===== config.mk =====
export PLATFORM = sky130hd
export DESIGN_NAME = fc_layer_sequencer
export DESIGN_NICKNAME = d
export VERILOG_FILES = /design/src/rtl/fc_layer_sequencer.sv
export SDC_FILE = /design/constraint.sdc
export NUM_CORES = 1
export LEC_CHECK = 0
export CORE_AREA = 2 2 243 245
export DETAILED_ROUTE_END_ITERATION = 12
export DIE_AREA = 0 0 245 247
export PLACE_DENSITY = 0.76
export SETUP_SLACK_MARGIN = 0.05
export SLEW_MARGIN = 20
export SYNTH_ARGS = -nofsm -noshare
export SYNTH_HDL_FRONTEND = slang
export SYNTH_SLANG_ARGS = --single-unit

===== constraint.sdc =====
create_clock -name clk -period 4.55 [get_ports clk]
set_clock_uncertainty 0.05 [all_clocks]
set_input_delay 0.6825 -clock clk [delete_from_list [all_inputs] [get_ports clk]]
set_output_delay 0.6825 -clock clk [all_outputs]
set_load 0.1 [all_outputs]

===== src/rtl/fc_layer_sequencer.sv =====
// Operand-feed and result-collection sequencer for one fully connected layer
// on a 16-lane signed dot-product ALU: activations once, then weights+bias per neuron.
module fc_layer_sequencer #(
    parameter int NUM_OUT = 8,
    parameter int ADDR_W  = 10,
    parameter bit RELU_EN = 1'b1
) (
    input  logic                clk,
    input  logic                rst_n,
    input  logic                start,
    output logic                busy,
    output logic                done,
    output logic                act_rd,
    output logic [ADDR_W-1:0]   act_addr,
    input  logic [15:0]         act_data,
    output logic                w_rd,
    output logic [ADDR_W-1:0]   w_addr,
    input  logic [15:0]         w_data,
    output logic [255:0]        alu_a,
    output logic [255:0]        alu_w,
    output logic [15:0]         alu_bias,
    input  logic [15:0]         alu_result,
    output logic                res_we,
    output logic [ADDR_W-1:0]   res_addr,
    output logic [15:0]         res_data
);

    typedef enum logic [2:0] {
        S_IDLE     = 3'd0,
        S_LOAD_ACT = 3'd1,
        S_LOAD_W   = 3'd2,
        S_EXEC     = 3'd3,
        S_WRITE    = 3'd4,
        S_DONE     = 3'd5
    } state_t;

    localparam logic [ADDR_W-1:0] LAST_N = ADDR_W'(NUM_OUT - 1);

    state_t              state_q, state_d;
    logic [4:0]          cnt_q, cnt_d;
    logic [ADDR_W-1:0]   n_q, n_d;
    logic                busy_q, busy_d;
    logic                done_q, done_d;
    logic                act_rd_q, act_rd_d;
    logic [ADDR_W-1:0]   act_addr_q, act_addr_d;
    logic                w_rd_q, w_rd_d;
    logic [ADDR_W-1:0]   w_addr_q, w_addr_d;
    logic [255:0]        alu_a_q, alu_a_d;
    logic [255:0]        alu_w_q, alu_w_d;
    logic [15:0]         alu_bias_q, alu_bias_d;
    logic                res_we_q, res_we_d;
    logic [ADDR_W-1:0]   res_addr_q, res_addr_d;
    logic [15:0]         res_data_q, res_data_d;
    logic [3:0]          lane_idx_s;

    function automatic logic [15:0] relu_f(input logic [15:0] v);
        if (RELU_EN && v[15]) begin
            return 16'h0000;
        end else begin
            return v;
        end
    endfunction

    // Data read at count c arrives at count c+1, so the lane written lags the count by one
    assign lane_idx_s = cnt_q[3:0] - 4'd1;

    // Next-state, operand capture and registered-output computation
    always_comb begin
        state_d    = state_q;
        cnt_d      = cnt_q;
        n_d        = n_q;
        alu_a_d    = alu_a_q;
        alu_w_d    = alu_w_q;
        alu_bias_d = alu_bias_q;
        res_addr_d = res_addr_q;
        res_data_d = res_data_q;

        case (state_q)
            S_IDLE: begin
                if (start) begin
                    state_d = S_LOAD_ACT;
                    cnt_d   = 5'd0;
                end else begin
                    state_d = S_IDLE;
                end
            end
            S_LOAD_ACT: begin
                if (cnt_q != 5'd0) begin
                    alu_a_d[16*lane_idx_s +: 16] = act_data;
                end else begin
                    alu_a_d = alu_a_q;
                end
                if (cnt_q == 5'd16) begin
                    state_d = S_LOAD_W;
                    cnt_d   = 5'd0;
                    n_d     = {ADDR_W{1'b0}};
                end else begin
                    cnt_d = cnt_q + 5'd1;
                end
            end
            S_LOAD_W: begin
                if (cnt_q == 5'd17) begin
                    alu_bias_d = w_data;
                    state_d    = S_EXEC;
                    cnt_d      = 5'd0;
                end else begin
                    if (cnt_q != 5'd0) begin
                        alu_w_d[16*lane_idx_s +: 16] = w_data;
                    end else begin
                        alu_w_d = alu_w_q;
                    end
                    cnt_d = cnt_q + 5'd1;
                end
            end
            S_EXEC: begin
                res_data_d = relu_f(alu_result);
                res_addr_d = n_q;
                state_d    = S_WRITE;
            end
            S_WRITE: begin
                if (n_q == LAST_N) begin
                    state_d = S_DONE;
                end else begin
                    n_d     = n_q + {{(ADDR_W-1){1'b0}}, 1'b1};
                    cnt_d   = 5'd0;
                    state_d = S_LOAD_W;
                end
            end
            S_DONE: begin
                state_d = S_IDLE;
            end
            default: begin
                state_d = S_IDLE;
            end
        endcase

        // Strobes and addresses are registered, so they are derived from the state being entered
        busy_d   = (state_d == S_LOAD_ACT) || (state_d == S_LOAD_W) ||
                   (state_d == S_EXEC) || (state_d == S_WRITE);
        done_d   = (state_d == S_DONE);
        res_we_d = (state_d == S_WRITE);
        act_rd_d = (state_d == S_LOAD_ACT) && (cnt_d < 5'd16);
        w_rd_d   = (state_d == S_LOAD_W) && (cnt_d < 5'd17);

        if (act_rd_d) begin
            act_addr_d = ADDR_W'(cnt_d);
        end else begin
            act_addr_d = act_addr_q;
        end

        // n*17+k, wrapping naturally at ADDR_W bits
        if (w_rd_d) begin
            w_addr_d = (n_d << 4) + n_d + ADDR_W'(cnt_d);
        end else begin
            w_addr_d = w_addr_q;
        end
    end

    // State, counters, operand buses and all outputs
    always_ff @(posedge clk or negedge rst_n) begin
        if (!rst_n) begin
            state_q    <= S_IDLE;
            cnt_q      <= 5'd0;
            n_q        <= {ADDR_W{1'b0}};
            busy_q     <= 1'b0;
            done_q     <= 1'b0;
            act_rd_q   <= 1'b0;
            act_addr_q <= {ADDR_W{1'b0}};
            w_rd_q     <= 1'b0;
            w_addr_q   <= {ADDR_W{1'b0}};
            alu_a_q    <= 256'd0;
            alu_w_q    <= 256'd0;
            alu_bias_q <= 16'h0000;
            res_we_q   <= 1'b0;
            res_addr_q <= {ADDR_W{1'b0}};
            res_data_q <= 16'h0000;
        end else begin
            state_q    <= state_d;
            cnt_q      <= cnt_d;
            n_q        <= n_d;
            busy_q     <= busy_d;
            done_q     <= done_d;
            act_rd_q   <= act_rd_d;
            act_addr_q <= act_addr_d;
            w_rd_q     <= w_rd_d;
            w_addr_q   <= w_addr_d;
            alu_a_q    <= alu_a_d;
            alu_w_q    <= alu_w_d;
            alu_bias_q <= alu_bias_d;
            res_we_q   <= res_we_d;
            res_addr_q <= res_addr_d;
            res_data_q <= res_data_d;
        end
    end

    assign busy     = busy_q;
    assign done     = done_q;
    assign act_rd   = act_rd_q;
    assign act_addr = act_addr_q;
    assign w_rd     = w_rd_q;
    assign w_addr   = w_addr_q;
    assign alu_a    = alu_a_q;
    assign alu_w    = alu_w_q;
    assign alu_bias = alu_bias_q;
    assign res_we   = res_we_q;
    assign res_addr = res_addr_q;
    assign res_data = res_data_q;

endmodule


Run 1, wiring heat map:
Drawn at 1 px/um. 24 x 25 tiles, from dark purple (low) to yellow (high), scaled to the fullest tile. Values are wire area over tile area, all layers added.
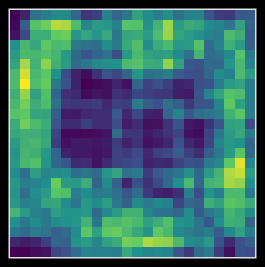
emptiest ninth of the die = centre
tiles over half the peak = 37%
nearly empty tiles = 0.70%
total track usage: 27.69%
WL final: 85310 um
Wirelength per Cell: 21.47 um
Vias: 20620

Run 1, logic cells by family:
Drawn at 1.5 px/um.
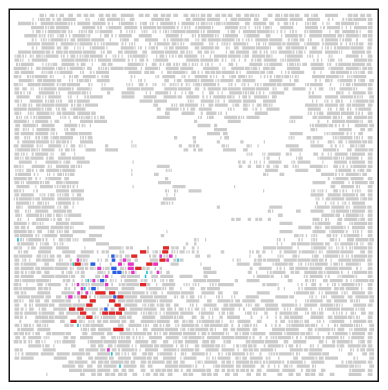
red -> adder and majority cells  # cells 27, where south-west
magenta -> AND and OR gates  # cells 21
cyan -> inverters  # cells 10
blue -> AND-OR and OR-AND gates  # cells 10
most frequent logic cell in the layout: nand2_1
Final Non-Filler Cells: 3974
logic share of the area: 25.95%

Run 1, placed standard cells:
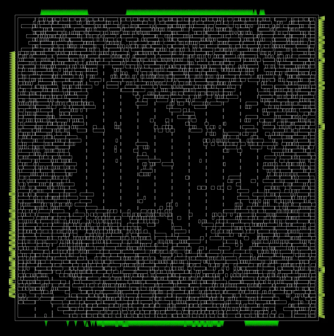
Cell Rows: 89
# Taps: 773
Core ar.: 58240 um2
Seq area share: 44.36%

==> qor.yml, run 1 <==
clock_tree:
  clk_latency_ns: 0.61
  post_cts_buffers: 0
  htreeDepth: 2
synth:
  fa_ha_area_share_pct: 1.455
  ys_area_um2: 24250
  muxShareOfSynthArea_pct: 2.002
  ys_sh_xor_pct: 0.6036
  synthTopCellsByCount: "nand2_1, dfrtp_1, o21ai_0"
  aoi_share_pct: 12.79
  ys_seq_share_pct: 60.98
  synth_area_um2: 24250
  yosysUniqueCellTypes: 65
  top_cell_area_share_pct: 60.98
min_path:
  min_path_type: "in -> async"
cells_and_area:
  fin_nets: 3231
  drive_gt1_share_pct: 7.373
  design_area_um2: 33340
final_timing:
  rsz0062_at_grt: "false"
  maxSlewViolCount: 0
  max_freq_mhz: 235.4
  tightest_slew_ns: 1.176
  finalClockPeriodUsage_pct: 93.37
  fin_ws_ns: 0.3015
routing:
  top_layer: "met4"
  wl_met3_um: 7391
  dr.pass1.iters: 5
  vias_per_cell: 5.190
  first_iter_violations: 1636
  ant_nets: 0
run:
  max_cap_viol_count: 0
  warning_count: 36
placed_design:
  place_hpwl_um: 59130
  place_congestion: 0.8936
setup_path:
  crit_fanout: 8
  critPathMaxStageDelay_ns: 0.43
  worst-path-buf-inv: 2
  cp.depth: 16
  endpoint: "w_addr[9]"
  startpoint: "cnt_q[0]"
outcome:
  status: "completed"
global_routing:
  grt_pass1_wl_um: 125800
  overflow: 0
  use_met1_pct: 35.86
  use_met3_pct: 6.599
floorplanning:
  io_pins: 630
  dieArea_um2: 60520
power:
  p_per_area_nw_per_um2: 417.4
  ir_drop_v: 0.0003197
## run 1: cell type report
type / instances / area, um2
Clock inverter: 19 / 292.8
Multi-Input combinational cell: 1805 / 8651
Sequential cell: 591 / 14790
Tap cell: 773 / 967.2
Clock buffer: 92 / 1846
Fill cell: 4983 / 24900
Timing Repair Buffer: 684 / 6759
Inverter: 10 / 37.54
## run 1: report_power, final
part           total [mW]  internal [mW]  switching (mW)
Sequential           5.64           5.50           0.140
Clock                5.33           3.18            2.14
Combinational        2.95          0.554            2.39
## run 1: sequential cells by signal, indices dropped and copies added (netlist names)
name      cells
act_addr      5
res_we        1
n_q          10
done          1
alu_w       256
state_q       3
w_rd          1
res_addr     10
act_rd        1
alu_a       256
res_data     15
cnt_q         5
w_addr       10
busy          1
alu_bias     16
Run 1, routed metal, one colour a layer:
Drawn at 1.5 px/um. Only two layers are drawn.
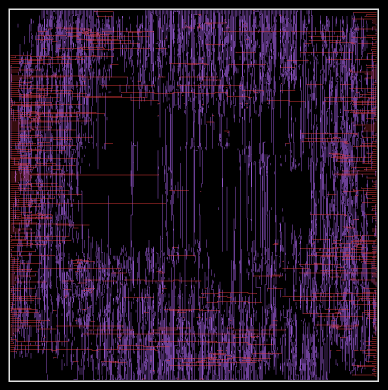

==> run 1 -> run 2 <==
--- a/config.mk
+++ b/config.mk
@@ -6,6 +6,7 @@
 export NUM_CORES = 1
 export LEC_CHECK = 0
 export CORE_AREA = 2 2 243 245
+export CTS_CLUSTER_DIAMETER = 30
 export DETAILED_ROUTE_END_ITERATION = 12
 export DIE_AREA = 0 0 245 247
 export PLACE_DENSITY = 0.76
Run 2, routed metal, one colour a layer:
Drawn at 1.5 px/um. Only two layers are drawn.
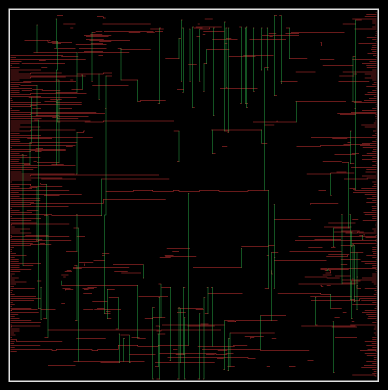
red -> met3  # wire length 7390 um
green -> met4  # wire length 3790 um
Wirelength per Cell: 21.50 um
WL final: 87920 um

==> run 2 against run 1 <==
Against the previous run: sequential cell count did not move; critical path depth fell by 2; clock power rose by 72%; register-to-register slack barely moved; final area rose by 6.5%.
==> qor.yml, run 2 <==
outcome:
  status: "completed"
global_routing:
  overflow: 0
  use_met1_pct: 35.89
synth:
  ys_sh_xor_pct: 0.6036
  ys_seq_share_pct: 60.98
  muxShareOfSynthArea_pct: 2.002
  top_cell_area_share_pct: 60.98
  synthTopCellsByCount: "nand2_1, dfrtp_1, o21ai_0"
  aoi_share_pct: 12.79
floorplanning:
  io_pins: 630
  core_um2: 58240
  dieArea_um2: 60520
setup_path:
  startpoint: "state_q[0]"
  cp.depth: 14
  endpoint: "w_addr[9]"
final_timing:
  rsz0062_at_grt: "false"
  maxSlewViolCount: 0
cells_and_area:
  fillers: 4707
  design_area_um2: 35520
  seqCellArea_um2: 14790
  lay_top_count: "nand2_1"
  num-nonclk-buffers: 684
  buffer_area_share_pct: 19.03
  n_all_inverters: 10
  logic_area_um2: 8667
power:
  intPower_mw: 12.15
  swShare_pct: 31.58
  power_frac_comb_pct: 16.6
  p_per_area_nw_per_um2: 500.0
run:
  max_cap_viol_count: 0
routing:
  dr.pass1.iters: 6
clock_tree:
  htreeDepth: 3
placed_design:
  place_congestion: 0.8936
Run 2, wiring heat map:
Drawn at 1 px/um. 24 x 25 tiles, from dark purple (low) to yellow (high), scaled to the fullest tile. Values are wire area over tile area, all layers added.
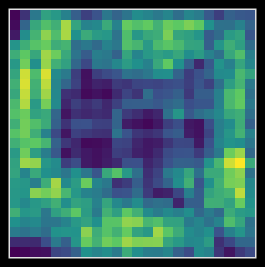
emptiest ninth of the die = centre
nearly empty tiles = 0.70%
tiles over half the peak = 39%
total track usage: 28.69%
Vias: 21340

==> run 2: cell counts after synthesis <==
Identical to the previous run, type by type.
==> run 2: timing repair <==
action | 4_1_cts | 5_1_grt
setup endpoints to repair | 0 | 1
endpoints found under the hold margin | 0 | 0
gates resized | 0 | 3
==> run 2: power groups by stage <==
stage,clock network [mW],logic [mW],registers (mW)
3_5_place_dp,0,2.95,5.73
4_1_cts,9.24,2.96,5.66
6_report,9.15,2.95,5.66
3_3_place_gp,0,2.94,5.72
2_1_floorplan,0,0.238,7.54
5_1_grt,9.53,3.04,5.68
No activity file was given, so power comes from the tool's default toggle rates.
